## config.mk

```make
export PLATFORM = sky130hd
export DESIGN_NAME = perf_counter_unit
export DESIGN_NICKNAME = d
export VERILOG_FILES = /design/src/rtl/perf_pkg.sv /design/src/rtl/perf_chan.sv /design/src/rtl/perf_counter_unit.sv
export SDC_FILE = /design/constraint.sdc
export NUM_CORES = 1
export LEC_CHECK = 0
export ABC_CLOCK_PERIOD_IN_PS = 2600
export CAP_MARGIN = 25
export CORE_MARGIN = 2
export CORE_UTILIZATION = 58
export DETAILED_ROUTE_END_ITERATION = 6
export PLACE_DENSITY = 0.81
export SLEW_MARGIN = 10
export SYNTH_ARGS = -nofsm -noshare
export SYNTH_HDL_FRONTEND = slang
export SYNTH_SLANG_ARGS = --single-unit
```

## constraint.sdc

```tcl
create_clock -name clk_i -period 2.6 [get_ports clk_i]
set_input_delay 0.52 -clock clk_i [delete_from_list [all_inputs] [get_ports clk_i]]
set_output_delay 0.52 -clock clk_i [all_outputs]
set_load 0.05 [all_outputs]
```

## src/rtl/perf_pkg.sv

```systemverilog
// perf_pkg -- shared definitions for the performance counter unit.
//   state_t     : FSM state type with fixed encodings (observable on state_o)
//   DEF_CNT_W   : default counter width
//   DEF_NUM_CH  : default number of event channels
package perf_pkg;

  typedef enum logic [1:0] {
    ST_IDLE   = 2'b00,
    ST_RUN    = 2'b01,
    ST_FROZEN = 2'b10,
    ST_DONE   = 2'b11
  } state_t;

  localparam int DEF_CNT_W  = 32;
  localparam int DEF_NUM_CH = 4;

endpackage

```

## src/rtl/perf_chan.sv

```systemverilog
// perf_chan -- one event counter with a sticky overflow flag.
// Ports:
//   clk_i    rising-edge clock
//   rst_i    asynchronous active-low reset
//   clear_i  synchronous clear of the count and the overflow flag
//   inc_i    add one to the count on this edge
//   count_o  current count (CNT_W bits)
//   ovf_o    sticky overflow flag, set when incrementing from all-ones
// SATURATE=1 holds the count at all-ones on overflow, SATURATE=0 wraps to zero.
module perf_chan #(
  parameter int CNT_W    = 32,
  parameter bit SATURATE = 1'b0
) (
  input  logic             clk_i,
  input  logic             rst_i,
  input  logic             clear_i,
  input  logic             inc_i,
  output logic [CNT_W-1:0] count_o,
  output logic             ovf_o
);

  always_ff @(posedge clk_i or negedge rst_i) begin
    if (!rst_i) begin
      count_o <= '0;
      ovf_o   <= 1'b0;
    end else if (clear_i) begin
      count_o <= '0;
      ovf_o   <= 1'b0;
    end else if (inc_i) begin
      if (&count_o) begin
        // Incrementing from all-ones: flag it, then hold or wrap.
        ovf_o   <= 1'b1;
        count_o <= SATURATE ? count_o : '0;
      end else begin
        count_o <= count_o + {{(CNT_W-1){1'b0}}, 1'b1};
      end
    end
  end

endmodule

```

## src/rtl/perf_counter_unit.sv

```systemverilog
// perf_counter_unit -- multi-channel performance counter with a cycle
// counter, optional cycle limit and a small run-control FSM.
// Ports:
//   clk_i     rising-edge clock
//   rst_i     asynchronous active-low reset
//   start_i   level, requests counting
//   clear_i   synchronous clear of counters, cycle count and flags
//   freeze_i  level, pauses counting while keeping values
//   event_i   one event pulse bit per channel
//   limit_i   cycle limit, 0 means unlimited
//   sel_i     channel read select
//   count_o   registered value of the selected channel (0 if out of range)
//   cycle_o   number of counted RUN cycles
//   ovf_o     sticky per-channel overflow flags
//   state_o   current FSM state
//   done_o    high while in DONE
module perf_counter_unit
  import perf_pkg::*;
#(
  parameter int NUM_CH   = DEF_NUM_CH,
  parameter int CNT_W    = DEF_CNT_W,
  parameter bit SATURATE = 1'b0,
  localparam int SEL_W   = (NUM_CH > 1) ? $clog2(NUM_CH) : 1
) (
  input  logic              clk_i,
  input  logic              rst_i,
  input  logic              start_i,
  input  logic              clear_i,
  input  logic              freeze_i,
  input  logic [NUM_CH-1:0] event_i,
  input  logic [CNT_W-1:0]  limit_i,
  input  logic [SEL_W-1:0]  sel_i,
  output logic [CNT_W-1:0]  count_o,
  output logic [CNT_W-1:0]  cycle_o,
  output logic [NUM_CH-1:0] ovf_o,
  output logic [1:0]        state_o,
  output logic              done_o
);

  state_t           state, state_nxt;
  logic             count_en;
  logic             limit_hit;
  logic [CNT_W-1:0] cycle_inc;
  logic [CNT_W-1:0] sel_val;
  logic [CNT_W-1:0] chan_cnt [NUM_CH];

  // Counting only happens on an edge that stays in the running condition:
  // freeze_i or a dropped start_i pause the edge that leaves RUN, and clear wins.
  assign count_en  = (state == ST_RUN) && start_i && !freeze_i && !clear_i;
  assign cycle_inc = cycle_o + {{(CNT_W-1){1'b0}}, 1'b1};
  assign limit_hit = count_en && (limit_i != '0) && (cycle_inc == limit_i);

  always_comb begin
    state_nxt = state;
    if (clear_i) begin
      state_nxt = ST_IDLE;
    end else if (limit_hit) begin
      state_nxt = ST_DONE;
    end else begin
      case (state)
        ST_IDLE:   if (start_i) state_nxt = ST_RUN;
        ST_RUN: begin
          if (freeze_i)      state_nxt = ST_FROZEN;
          else if (!start_i) state_nxt = ST_IDLE;
        end
        ST_FROZEN: if (!freeze_i) state_nxt = start_i ? ST_RUN : ST_IDLE;
        ST_DONE:   state_nxt = ST_DONE;
        default:   state_nxt = ST_IDLE;
      endcase
    end
  end

  always_ff @(posedge clk_i or negedge rst_i) begin
    if (!rst_i) state <= ST_IDLE;
    else        state <= state_nxt;
  end

  always_ff @(posedge clk_i or negedge rst_i) begin
    if (!rst_i) begin
      cycle_o <= '0;
    end else if (clear_i) begin
      cycle_o <= '0;
    end else if (count_en) begin
      // Same overflow rule as the channels, but without a flag.
      if (!(SATURATE && (&cycle_o))) cycle_o <= cycle_inc;
    end
  end

  for (genvar k = 0; k < NUM_CH; k++) begin : g_chan
    perf_chan #(
      .CNT_W    (CNT_W),
      .SATURATE (SATURATE)
    ) u_chan (
      .clk_i   (clk_i),
      .rst_i   (rst_i),
      .clear_i (clear_i),
      .inc_i   (count_en && event_i[k]),
      .count_o (chan_cnt[k]),
      .ovf_o   (ovf_o[k])
    );
  end

  always_comb begin
    sel_val = '0;
    if (int'(sel_i) < NUM_CH) sel_val = chan_cnt[sel_i];
  end

  // Read port samples the counter value before this edge's update.
  always_ff @(posedge clk_i or negedge rst_i) begin
    if (!rst_i)       count_o <= '0;
    else if (clear_i) count_o <= '0;
    else              count_o <= sel_val;
  end

  assign state_o = state;
  assign done_o  = (state == ST_DONE);

endmodule

```

==> flow_results.xml <==
<?xml version="1.0" encoding="UTF-8"?>
<metrics>
  <group name="finish">
    <metric name="fillers" unit="">1359</metric>
    <metric name="postLayoutCoreUtil" unit="%">73.48</metric>
    <metric name="most_common_cell_after_layout_fill_and_taps_aside" unit="">sky130_fd_sc_hd__dfrtp_1</metric>
    <metric name="layout-drive-gt1-share" unit="%">15.92</metric>
  </group>
  <group name="min_path">
    <metric name="min-delay-path-class" unit="">in -&gt; async</metric>
  </group>
  <group name="final_timing">
    <metric name="worst_slack" unit="ns">0.09515</metric>
    <metric name="min_period_over_period" unit="%">96.34</metric>
    <metric name="slew-limit-headroom" unit="%">60.27</metric>
  </group>
  <group name="detailed_routing">
    <metric name="detail_route.first_pass.iterations" unit="">6</metric>
    <metric name="drc_errors" unit="">0</metric>
  </group>
  <group name="floorplan">
    <metric name="io_pins" unit="">114</metric>
    <metric name="fp.dieH" unit="µm">144.6</metric>
    <metric name="rows" unit="">51</metric>
  </group>
  <group name="power_and_ir_drop">
    <metric name="power-per-cell-area" unit="mW/mm²">442.6</metric>
    <metric name="ir_worst_vdd" unit="µV">532.2</metric>
  </group>
  <group name="global_routing">
    <metric name="global_route_wire_length_before_repair" unit="µm">56460</metric>
    <metric name="grt_start_max_net_pins" unit="">66</metric>
    <metric name="grt-ovfl-total" unit="">0</metric>
    <metric name="antenna_found_initial" unit="">0</metric>
    <metric name="via_count_of_the_first_global_routing_pass" unit="">10480</metric>
  </group>
  <group name="synthesis">
    <metric name="postSynthSeqShare" unit="%">43.21</metric>
    <metric name="yosys.area_share.adder" unit="%">0.6328</metric>
    <metric name="fp_nets" unit="">1278</metric>
    <metric name="edf_count" unit="">0</metric>
    <metric name="aoi_share" unit="%">11.13</metric>
    <metric name="simple_gate_share" unit="%">26.47</metric>
    <metric name="number_of_cells_in_the_yosys_synthesis_report" unit="">1230</metric>
  </group>
  <group name="clock_tree">
    <metric name="level_count_of_the_clock_h_tree" unit="">4</metric>
    <metric name="cts_tree" unit="">done</metric>
    <metric name="clk_root_buffer_cell" unit="">sky130_fd_sc_hd__clkbuf_16</metric>
    <metric name="numCtsBuffers" unit="">17</metric>
    <metric name="clock_sink_count" unit="">198</metric>
  </group>
  <group name="critical_path">
    <metric name="worst-r2r-cell-count" unit="">8</metric>
    <metric name="worstSetupEndpointType" unit="">flop</metric>
  </group>
  <group name="status">
    <metric name="outcome" unit="">finished, final reports clean</metric>
  </group>
  <group name="placement">
    <metric name="placement.setup.worst_slack" unit="ns">-0.1945</metric>
  </group>
</metrics>
## synth_stat cells, drive strengths merged, types with 7 or more instances
library cell / instances
and3: 32
a31oi: 12
mux4: 32
nor4: 31
nand3: 69
nor2b: 17
nor2: 151
inv: 8
nand2b: 7
buf: 20
xnor2: 61
o31ai: 24
a21oi: 32
clkbuf: 45
dfrtp: 198
nand4: 49
and4: 17
nor3: 26
o21ai: 105
and2: 45
a31o: 7
or3: 12
nand2: 106
xor2: 60
## worst max-delay path by stage
stage	to	slack (ns)	cells after the start
after global routing	state_o[1]$_DFFE_PN0P_	0.006	8
after detailed placement	state_o[1]$_DFFE_PN0P_	-0.19	8
after CTS	cycle_o[20]	0.05	2
after global placement	state_o[1]$_DFFE_PN0P_	-0.09	8
after floorplan	state_o[1]$_DFFE_PN0P_	0.001	8
final	state_o[1]$_DFFE_PN0P_	0.1	8
## through the flow
step / hold slack, ns / instance area, µm²
3_5_place_dp: 0.4881 / 13660
3_3_place_gp: 0.4757 / 13660
4_1_cts: 0.08490 / 14250
6_report: 0.05413 / 14300
5_1_grt: 0.09802 / 14300
2_1_floorplan: 0.2244 / 11490
## kinds of logic (layout without fill, tap and decap cells)
group / after synthesis / count (layout)
AND-OR/OR-AND: 211 / 211
buffers and inverters: 73 / 275
XOR/XNOR: 121 / 121
AND/OR/NAND/NOR: 586 / 586
flip-flops: 198 / 198
multiplexers: 35 / 35
adder cells (fa/ha/maj): 6 / 6
## timing repair
action	4_1_cts	5_1_grt
endpoints found under the setup margin	0	20
hold buffers	0	0
setup buffers	0	2
resized	0	9
## per-layer routing
metal / part of all wire [%] / up-vias / GRT usage, %
met5: 0 / - / 0
met4: 3.9 / 0 / 14.51
met3: 8.5 / 100 / 6.192
met2: 48 / 620 / 57.99
met1: 40 / 5323 / 47.24
li1: - / 4838 / -
## power by group
part           internal [mW]  leakage, nW  switching, mW  total [mW]
registers               3.09         2.74         0.0198        3.11
clock network           1.41        0.292           1.29        2.69
logic                  0.216         2.89          0.308       0.524
## flip-flops by register name, indices dropped and copies added, names as in the netlist
signal and count:
cycle_o 32, count_o 32, g_chan.u_chan.ovf_o 4, state_o 2, g_chan.u_chan.count_o 128
## layout make-up
type,count,area (µm²),area share [%]
Sequential cell,198,4970,34.75
Multi-Input combinational cell,959,6228,43.55
Tap cell,265,331.6,2.318
Clock inverter,13,141.4,0.9886
Inverter,8,30.03,0.2100
Clock buffer,19,452.9,3.167
Timing Repair Buffer,235,2147,15.01
## critical path, delay by kind of cell (launching register included)
family	cells	cell delay [ns]
AND/OR/NAND/NOR	4	1.09
XOR/XNOR	1	0.12
adder cells (fa/ha/maj)	1	0.24
AND-OR/OR-AND	2	0.54
flip-flops	1	0.45
==> images/floorplan.png <==
Scale: 2 px per µm. Pins as bars on the die edge.
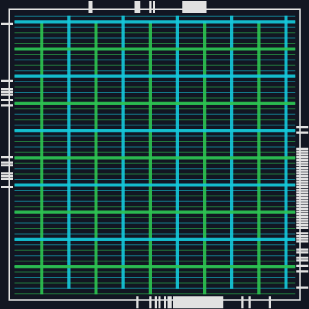
VDD: marked cyan. VSS: marked green.
10 straps on met4. 10 straps on met5.

==> images/class_map.png <==
Scale: 2 px per µm. Fill, decap, tap and diode cells in grey.
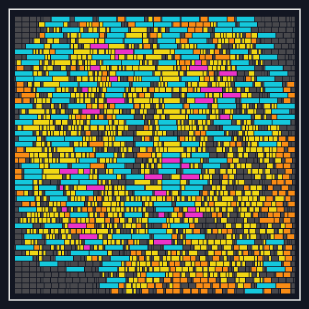
remaining logic cells: marked yellow, cells 967. registers: marked cyan, cells 198. clock drivers and dummy loads: marked magenta, cells 32. remaining buffers and delay cells: marked orange, cells 235.

==> images/clock_wires.png <==
Scale: 4 px per µm.
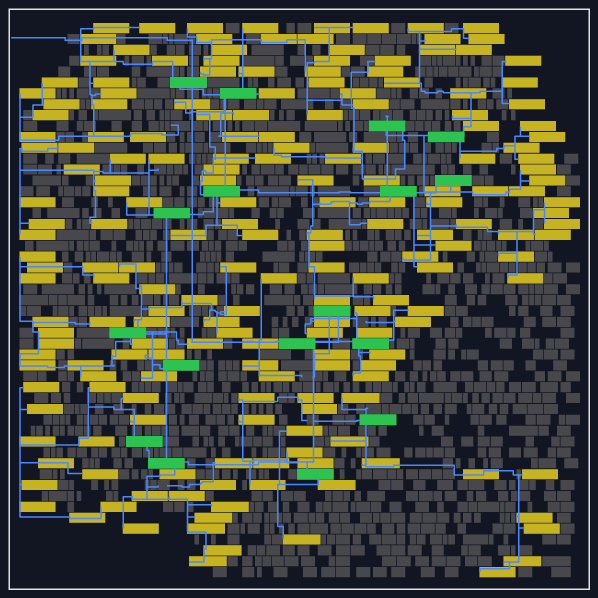
clock-net drivers: marked green, count 17. clock wires: marked blue, length 2400 µm. flip-flops: marked yellow, count 198.
There are 18 routed clock nets.

==> images/layers.png <==
Scale: 2 px per µm. Two of the layers only.
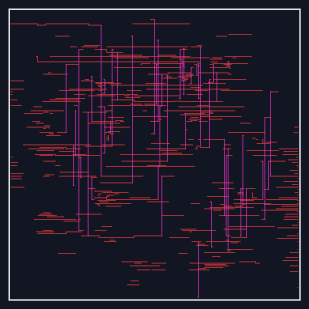
M3: marked red, wire length 3030 µm. M4: marked magenta, wire length 1390 µm.

Power figures rest on the tool's default switching activity, not on a simulated workload.
